**config.mk**
```make
export PLATFORM = sky130hd
export DESIGN_NAME = seg_scan_decoder
export DESIGN_NICKNAME = d
export VERILOG_FILES = /design/src/rtl/seg_pkg.sv /design/src/rtl/seg7_to_code.sv /design/src/rtl/seg_scan_decoder.sv
export SDC_FILE = /design/constraint.sdc
export NUM_CORES = 1
export LEC_CHECK = 0
export CAP_MARGIN = 20
export CELL_PAD_IN_SITES_DETAIL_PLACEMENT = 2
export CELL_PAD_IN_SITES_GLOBAL_PLACEMENT = 2
export CORE_ASPECT_RATIO = 1.25
export CORE_MARGIN = 2
export CORE_UTILIZATION = 36
export DETAILED_ROUTE_END_ITERATION = 8
export PLACE_DENSITY_LB_ADDON = 0.1
export SLEW_MARGIN = 20
export SYNTH_ARGS = -nofsm -noshare
export SYNTH_HDL_FRONTEND = slang
export SYNTH_SLANG_ARGS = --single-unit
export TNS_END_PERCENT = 5
```
**constraint.sdc**
```tcl
create_clock -name clk -period 5.3 [get_ports clk]
set_input_delay 1.06 -clock clk [delete_from_list [all_inputs] [get_ports clk]]
set_output_delay 1.06 -clock clk [all_outputs]
set_load 0.005 [all_outputs]
```
**src/rtl/seg_pkg.sv**
```systemverilog
// Shared seven-segment constants for the scan driver and the readback decoder.
// Segment bit order is bit0=a .. bit6=g; the decimal point is carried separately.
package seg_pkg;

    localparam int NUM_DIGITS = 8;

    typedef logic [3:0] code_t;

    localparam logic [6:0] SEG_0     = 7'h3F;
    localparam logic [6:0] SEG_1     = 7'h06;
    localparam logic [6:0] SEG_2     = 7'h5B;
    localparam logic [6:0] SEG_3     = 7'h4F;
    localparam logic [6:0] SEG_4     = 7'h66;
    localparam logic [6:0] SEG_5     = 7'h6D;
    localparam logic [6:0] SEG_6     = 7'h7D;
    localparam logic [6:0] SEG_7     = 7'h07;
    localparam logic [6:0] SEG_8     = 7'h7F;
    localparam logic [6:0] SEG_9     = 7'h6F;
    localparam logic [6:0] SEG_BLANK = 7'h00;

    localparam code_t CODE_BLANK = 4'hF;
    localparam code_t CODE_UNK   = 4'hE;

endpackage

```
**src/rtl/seg7_to_code.sv**
```systemverilog
// Combinational 7-segment pattern to digit code decoder.
// Any pattern outside the decimal set and blank maps to CODE_UNK.
module seg7_to_code
    import seg_pkg::*;
(
    input  logic [6:0] i_pat,
    output logic [3:0] o_code
);

    always_comb begin
        o_code = CODE_UNK;
        case (i_pat)
            SEG_0:     o_code = 4'd0;
            SEG_1:     o_code = 4'd1;
            SEG_2:     o_code = 4'd2;
            SEG_3:     o_code = 4'd3;
            SEG_4:     o_code = 4'd4;
            SEG_5:     o_code = 4'd5;
            SEG_6:     o_code = 4'd6;
            SEG_7:     o_code = 4'd7;
            SEG_8:     o_code = 4'd8;
            SEG_9:     o_code = 4'd9;
            SEG_BLANK: o_code = CODE_BLANK;
            default:   o_code = CODE_UNK;
        endcase
    end

endmodule

```
**src/rtl/seg_scan_decoder.sv**
```systemverilog
// Rebuilds the eight displayed characters from a multiplexed sel/seg scan bus,
// with one frame strobe per complete scan plus select-error and stall flags.
module seg_scan_decoder
    import seg_pkg::*;
#(
    parameter int STABLE_CYC     = 4,
    parameter int TIMEOUT_CYC    = 100000,
    parameter bit SEG_ACTIVE_LOW = 1'b0,
    parameter bit SEL_ACTIVE_LOW = 1'b0
) (
    input  logic        clk,
    input  logic        rst,
    input  logic [7:0]  sel,
    input  logic [7:0]  seg,
    output logic [31:0] digits,
    output logic [7:0]  dp,
    output logic        frame_valid,
    output logic        sel_err,
    output logic        stale
);

    localparam int CW = $clog2(TIMEOUT_CYC + 1);
    localparam logic [CW-1:0] TO_MAX    = CW'(TIMEOUT_CYC);
    localparam logic [7:0]    STAB_MAX  = 8'(STABLE_CYC);
    localparam logic [7:0]    STAB_LAST = 8'(STABLE_CYC - 1);

    logic [7:0]    r_sel_q, r_seg_q, r_sel_prev, r_seg_prev;
    logic [7:0]    r_stab;
    logic          r_armed;
    logic [7:0]    r_seen;
    logic [31:0]   r_shadow;
    logic [7:0]    r_shadow_dp;
    logic [31:0]   r_digits;
    logic [7:0]    r_dp;
    logic          r_frame_valid;
    logic          r_sel_err;
    logic [CW-1:0] r_tcnt;

    logic [7:0]    w_sel_n, w_seg_n;
    logic          w_same, w_onehot, w_multi, w_capture;
    logic [2:0]    w_idx;
    logic [3:0]    w_code;
    logic [7:0]    w_seen_next;
    logic [31:0]   w_shadow_next;
    logic [7:0]    w_dp_next;

    assign w_sel_n = SEL_ACTIVE_LOW ? ~sel : sel;
    assign w_seg_n = SEG_ACTIVE_LOW ? ~seg : seg;

    assign w_same    = (r_sel_q == r_sel_prev) && (r_seg_q == r_seg_prev);
    assign w_multi   = (r_sel_q & (r_sel_q - 8'd1)) != '0;
    assign w_onehot  = (r_sel_q != '0) && !w_multi;
    // Capture on the cycle stab would step onto STABLE_CYC, once per dwell.
    assign w_capture = w_same && w_onehot && r_armed && (r_stab == STAB_LAST);

    always_comb begin
        w_idx = '0;
        for (int unsigned i = 0; i < NUM_DIGITS; i++) begin
            if (r_sel_q[i]) w_idx = 3'(i);
        end
    end

    seg7_to_code u_dec (
        .i_pat  (r_seg_q[6:0]),
        .o_code (w_code)
    );

    // Shadow set including the digit being captured, so the final digit of a
    // frame lands in the published outputs on the same edge.
    always_comb begin
        w_seen_next   = r_seen | r_sel_q;
        w_shadow_next = r_shadow;
        w_shadow_next[{w_idx, 2'b00} +: 4] = w_code;
        w_dp_next     = r_shadow_dp;
        w_dp_next[w_idx] = r_seg_q[7];
    end

    always_ff @(posedge clk) begin
        if (rst) begin
            r_sel_q       <= '0;
            r_seg_q       <= '0;
            r_sel_prev    <= '0;
            r_seg_prev    <= '0;
            r_stab        <= '0;
            r_armed       <= 1'b0;
            r_seen        <= '0;
            r_shadow      <= '1;
            r_shadow_dp   <= '0;
            r_digits      <= '1;
            r_dp          <= '0;
            r_frame_valid <= 1'b0;
            r_sel_err     <= 1'b0;
            r_tcnt        <= '0;
        end else begin
            r_sel_q    <= w_sel_n;
            r_seg_q    <= w_seg_n;
            r_sel_prev <= r_sel_q;
            r_seg_prev <= r_seg_q;

            if (w_same && w_onehot) begin
                if (r_stab != STAB_MAX) r_stab <= r_stab + 8'd1;
            end else begin
                r_stab  <= '0;
                r_armed <= 1'b1;
            end

            if (w_multi) r_sel_err <= 1'b1;

            r_frame_valid <= 1'b0;
            if (w_capture) begin
                r_armed     <= 1'b0;
                r_shadow    <= w_shadow_next;
                r_shadow_dp <= w_dp_next;
                r_tcnt      <= '0;
                if (w_seen_next == 8'hFF) begin
                    r_digits      <= w_shadow_next;
                    r_dp          <= w_dp_next;
                    r_seen        <= '0;
                    r_frame_valid <= 1'b1;
                end else begin
                    r_seen <= w_seen_next;
                end
            end else if (r_tcnt != TO_MAX) begin
                r_tcnt <= r_tcnt + CW'(1);
            end
        end
    end

    assign digits      = r_digits;
    assign dp          = r_dp;
    assign frame_valid = r_frame_valid;
    assign sel_err     = r_sel_err;
    assign stale       = (r_tcnt >= TO_MAX);

endmodule
```
Figure 1. Port wiring.
Bar = 50 um.
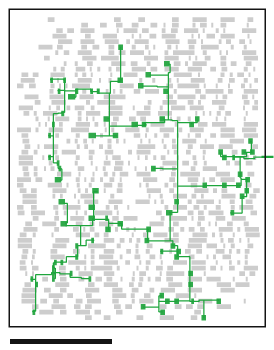
[rst] green | bits: 1 | direction: input | edge: east | end cells: 82 | wire: 779 um

Figure 2. Metal 2.
Bar = 50 um.
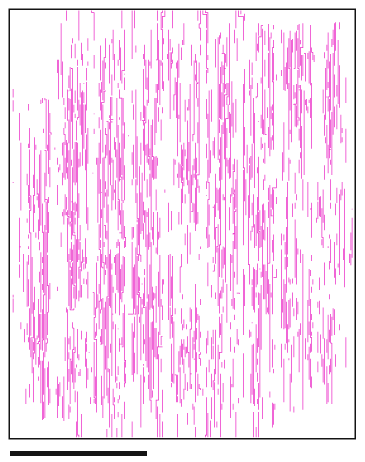
share of all routed wire: 54%
wire length on this layer: 10700 um
longest straight run: 59.5 um
nets with wire on the layer: 732
main direction: vertical

==> job_summary.md <==
## Synthesis and layout report

| Metric | Value |
|---|---|
| Status | `finished, final reports clean` |
| Top pwr grp | `clock` |
| Post-layout nets | `between 700 and 800` |
| Final setup fails | `0` |
| M1 WL | `8.37 mm` |
| Flop pwr share | `43.2%` |
| Grt ovf | `0` |
| Yosys reg bits | `148` |
| And+or+nand+nor area frac | `a little over a fifth` |
| DR pass1 iterations | `4` |
| Initial antenna violation count | `0` |
| FF-to-FF End | `r_shadow[17]` |
| Final wirelength | `19.9 mm` |
| Area after DPL | `around 0.0073 mm2` |
| Placement Setup Slack | `1260 ps` |
| Clock tree root driver cell | `clkbuf_16` |
| Vias in the first global route | `between 6000 and 7000` |
| Max IR drop VDD | `roughly 0.24 mV` |
| Commonest Layout Cell | `dfxtp_1` |
| Hold depth | `2` |
| Async S/R FF share, synth | `0%` |
| Logic pwr share | `under 10%` |
| Finished Layout Cells | `roughly 1000` |
| Top cell family by delay on the critical path | `simple AND/OR/NAND/NOR gates` |
| Crit-path cells | `nor2b_1, a211oi_1, or2_2, inv_1, ha_1, nor2b_1, nand2_1, nor3_1, nand2_2, mux2i_1` |
| Post-CTS Resized | `0` |
| Yosys Instances | `between 700 and 800` |
| Register area | `between 0.002 and 0.003 mm2` |
| Dpl cells | `between 900 and 1000` |
| Worst stage delay on the critical path | `around 800 ps` |
| Seq cells | `148` |
| Max Slew Vio Count | `0` |
| Worst Hold End | `dp[6]` |
| Aoi share | `17.7%` |
| CTS tree | `yes` |
| Clk pwr share | `about 49%` |
| Pre-Place Util | `between 30% and 40%` |
| Max Cap Violations | `0` |
| Post-route cell area | `just under 0.008 mm2` |
| Buffering overhead | `about 8.0%` |
Figure 3. Where the registers sit.
Other sequential cells in the stronger grey, the rest of the logic in the fainter grey.
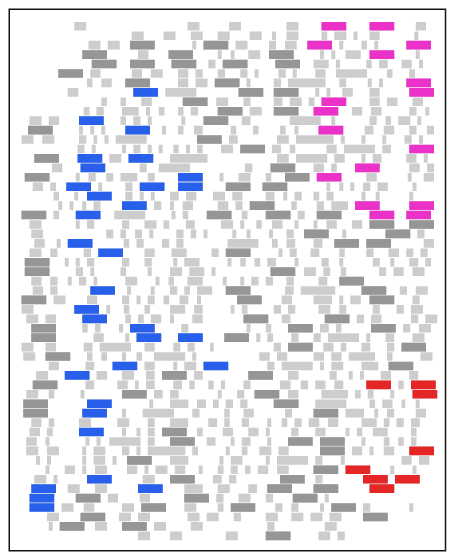
[r_shadow] blue | flops: 32
[r_stab] red | flops: 8 | where: south-east
[r_tcnt] magenta | flops: 17 | where: north-east

Power figures rest on the tool's default switching activity, not on a simulated workload.
